--- src/rtl/nonce_tx_queue.sv ---
// nonce_tx_queue: buffers 64-bit nonces from the hash core in a small FIFO
// and serializes each one, little-endian, into bytes for the UART TX.
// Optional macro NONCE_TX_FRAME_EN: wraps each nonce as a 10-byte frame
// (sync 0xA5, 8 nonce bytes, XOR checksum). Undefined: 8 raw bytes.
//
// TX handshake: a byte moves on every rising edge where TxValid && TxReady.
// Once TxValid rises it stays high with TxByte held until the last byte of
// the frame is accepted; TxValid never depends combinationally on TxReady.
module nonce_tx_queue #(
  parameter int DEPTH      = 4,
  parameter int LOG2_DEPTH = 2
) (
  input  logic                clk,
  input  logic                nRst,
  input  logic                NonceFound,
  input  logic [63:0]         NonceIn,
  input  logic                WorkFlush,
  output logic [7:0]          TxByte,
  output logic                TxValid,
  input  logic                TxReady,
  output logic                Overflow,
  output logic [LOG2_DEPTH:0] Count
);

  typedef enum logic [0:0] {
    ST_IDLE = 1'b0,
    ST_SEND = 1'b1
  } state_e;

`ifdef NONCE_TX_FRAME_EN
  localparam logic [3:0] LAST_IDX  = 4'd9;
  localparam logic [7:0] SYNC_BYTE = 8'hA5;
`else
  localparam logic [3:0] LAST_IDX  = 4'd7;
`endif
  localparam logic [LOG2_DEPTH:0] FULL_CNT = (LOG2_DEPTH + 1)'(DEPTH);

  // FIFO storage and bookkeeping
  logic [63:0]           mem_q [DEPTH];
  logic [LOG2_DEPTH-1:0] wr_ptr_q, wr_ptr_d;
  logic [LOG2_DEPTH-1:0] rd_ptr_q, rd_ptr_d;
  logic [LOG2_DEPTH:0]   count_q, count_d;
  logic                  overflow_q, overflow_d;
  logic                  push;
  logic                  pop;
  logic [63:0]           head;

  // Serializer state; outputs are registered
  state_e                state_q, state_d;
  logic [63:0]           shift_q, shift_d;
  logic [3:0]            idx_q, idx_d;
  logic [7:0]            tx_byte_q, tx_byte_d;
  logic                  tx_valid_q, tx_valid_d;
`ifdef NONCE_TX_FRAME_EN
  logic [7:0]            chk_q, chk_d;

  function automatic logic [7:0] xor_bytes(input logic [63:0] v);
    logic [7:0] acc;
    acc = 8'h00;
    for (int k = 0; k < 8; k++) acc = acc ^ v[8*k +: 8];
    return acc;
  endfunction
`endif

  assign head = mem_q[rd_ptr_q];

  // Serializer: pop the head in IDLE, walk the bytes in SEND
  always_comb begin
    state_d    = state_q;
    shift_d    = shift_q;
    idx_d      = idx_q;
    tx_byte_d  = tx_byte_q;
    tx_valid_d = tx_valid_q;
    pop        = 1'b0;
`ifdef NONCE_TX_FRAME_EN
    chk_d      = chk_q;
`endif
    case (state_q)
      ST_IDLE: begin
        // A flush in the same cycle empties the queue, so it blocks the pop.
        if ((count_q != '0) && !WorkFlush) begin
          pop        = 1'b1;
          state_d    = ST_SEND;
          idx_d      = 4'd0;
          tx_valid_d = 1'b1;
`ifdef NONCE_TX_FRAME_EN
          tx_byte_d  = SYNC_BYTE;
          shift_d    = head;
          chk_d      = xor_bytes(head);
`else
          tx_byte_d  = head[7:0];
          shift_d    = {8'h00, head[63:8]};
`endif
        end
      end
      ST_SEND: begin
        if (TxReady) begin
          if (idx_q == LAST_IDX) begin
            state_d    = ST_IDLE;
            tx_valid_d = 1'b0;
          end else begin
            idx_d = idx_q + 4'd1;
`ifdef NONCE_TX_FRAME_EN
            if (idx_q == LAST_IDX - 4'd1) begin
              tx_byte_d = chk_q;
            end else begin
              tx_byte_d = shift_q[7:0];
              shift_d   = {8'h00, shift_q[63:8]};
            end
`else
            tx_byte_d = shift_q[7:0];
            shift_d   = {8'h00, shift_q[63:8]};
`endif
          end
        end
      end
      default: begin
        state_d    = ST_IDLE;
        tx_valid_d = 1'b0;
      end
    endcase
  end

  // FIFO next-state: flush beats push and pop; a full FIFO still accepts a
  // push when the serializer pops in the same cycle
  always_comb begin
    wr_ptr_d   = wr_ptr_q;
    rd_ptr_d   = rd_ptr_q;
    count_d    = count_q;
    overflow_d = overflow_q;
    push       = NonceFound && !WorkFlush && ((count_q != FULL_CNT) || pop);
    if (WorkFlush) begin
      wr_ptr_d = '0;
      rd_ptr_d = '0;
      count_d  = '0;
    end else begin
      if (push) wr_ptr_d = wr_ptr_q + LOG2_DEPTH'(1);
      if (pop)  rd_ptr_d = rd_ptr_q + LOG2_DEPTH'(1);
      if (push && !pop)      count_d = count_q + (LOG2_DEPTH + 1)'(1);
      else if (pop && !push) count_d = count_q - (LOG2_DEPTH + 1)'(1);
      if (NonceFound && !push) overflow_d = 1'b1;
    end
  end

  // Nonce storage; contents are don't-care until written, so no reset
  always_ff @(posedge clk) begin
    if (push) mem_q[wr_ptr_q] <= NonceIn;
  end

  // State registers with synchronous active-low reset
  always_ff @(posedge clk) begin
    if (!nRst) begin
      state_q    <= ST_IDLE;
      shift_q    <= '0;
      idx_q      <= '0;
      tx_byte_q  <= '0;
      tx_valid_q <= 1'b0;
      wr_ptr_q   <= '0;
      rd_ptr_q   <= '0;
      count_q    <= '0;
      overflow_q <= 1'b0;
`ifdef NONCE_TX_FRAME_EN
      chk_q      <= '0;
`endif
    end else begin
      state_q    <= state_d;
      shift_q    <= shift_d;
      idx_q      <= idx_d;
      tx_byte_q  <= tx_byte_d;
      tx_valid_q <= tx_valid_d;
      wr_ptr_q   <= wr_ptr_d;
      rd_ptr_q   <= rd_ptr_d;
      count_q    <= count_d;
      overflow_q <= overflow_d;
`ifdef NONCE_TX_FRAME_EN
      chk_q      <= chk_d;
`endif
    end
  end

  assign TxByte   = tx_byte_q;
  assign TxValid  = tx_valid_q;
  assign Overflow = overflow_q;
  assign Count    = count_q;

endmodule

--- config.mk ---
export PLATFORM = sky130hd
export DESIGN_NAME = nonce_tx_queue
export DESIGN_NICKNAME = d
export VERILOG_FILES = /design/src/rtl/nonce_tx_queue.sv
export SDC_FILE = /design/constraint.sdc
export NUM_CORES = 1
export LEC_CHECK = 0
export CORE_MARGIN = 3
export CORE_UTILIZATION = 60
export DETAILED_ROUTE_END_ITERATION = 16
export GPL_TIMING_DRIVEN = 0
export PLACE_DENSITY = 0.8
export SLEW_MARGIN = 20
export SYNTH_ARGS = -nofsm -noshare
export SYNTH_HDL_FRONTEND = slang
export SYNTH_SLANG_ARGS = --single-unit
export TNS_END_PERCENT = 50
--- constraint.sdc ---
create_clock -name clk -period 6.6 [get_ports clk]
set_clock_uncertainty 0.05 [all_clocks]
set_input_delay 0.66 -clock clk [delete_from_list [all_inputs] [get_ports clk]]
set_output_delay 0.66 -clock clk [all_outputs]
set_load 0.01 [all_outputs]
==> images/final_congestion.png <==
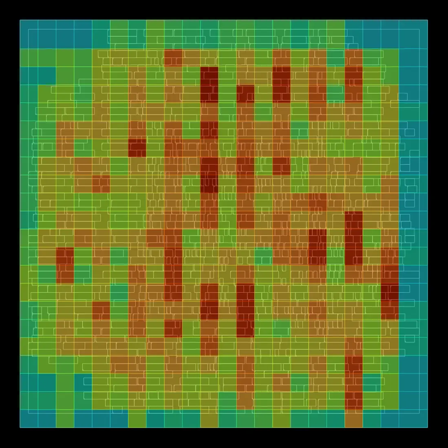
gr usage total: 0.226
Finished Core Util: 0.724
gr busiest metal: met2
met1 Use GR: 0.327

==> images/registers.png <==
Scale: 2 px per micron.
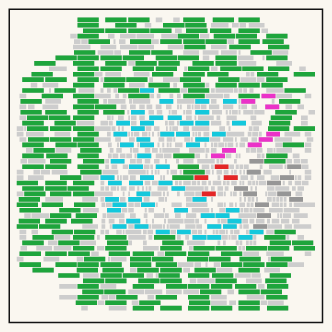
[red] idx_q | flops: 4
[magenta] TxByte | flops: 8 | where: east
[cyan] shift_q | flops: 56 | where: centre
[green] mem_q | flops: 256 | where: all over the die
not coloured: 12
seq pwr: 2.40 mW
Seq/total area: 0.584
FF+latch area: 9290 sq um

==> run summary <==
core area -> 22000 sq um
Placed Area -> 14700 sq um
R2R Setup Slk -> 4.18 ns
Yosys warning total -> 0
outcome -> finished, final reports clean
Comb/total area -> 0.237
YS chip area -> 13500 sq um
Worst Hold Class -> register to register
antenna-violating nets left -> 0
async set or reset register ratio after synthesis -> 0
antenna cells -> 0
Final WS setup -> 4.03 ns
Logic Gate Count -> 379
Clock group -> 1.95 mW
Signal buffers -> 158
pin count of the biggest net entering global routing -> 40
CTS resizes -> 0
Net Count, Synth -> 871
Initial DRT Pass Iterations -> 8
cell type taking the most area -> flip-flops and latches
Worst Hold Margin -> 0.432 ns
==> worst max-delay path, stage by stage <==
cell,delay [ns]
clkdlybuf4s50_1,0.55
or2_1,0.12
clkbuf_2,0.16
nor2_1,0.09
inv_1,0.10
ha_1,0.19
inv_1,0.06
fa_1,0.38
xor2_1,0.18
or3_1,0.31
a21oi_1,0.14
==> Yosys cell counts, drive strengths merged, types with 7 or more instances <==
cell type | count | area [sq um]
a21oi | 18 | 90.1
mux4 | 64 | 1440
clkbuf | 36 | 138
a221oi | 56 | 622
inv | 7 | 26.3
o221ai | 11 | 96.3
nand2 | 57 | 214
dfxtp | 80 | 1600
nand3 | 12 | 60.1
nand2b | 58 | 363
buf | 37 | 269
a311oi | 56 | 490
edfxtp | 256 | 7690
Power and IR drop assume default switching activity.
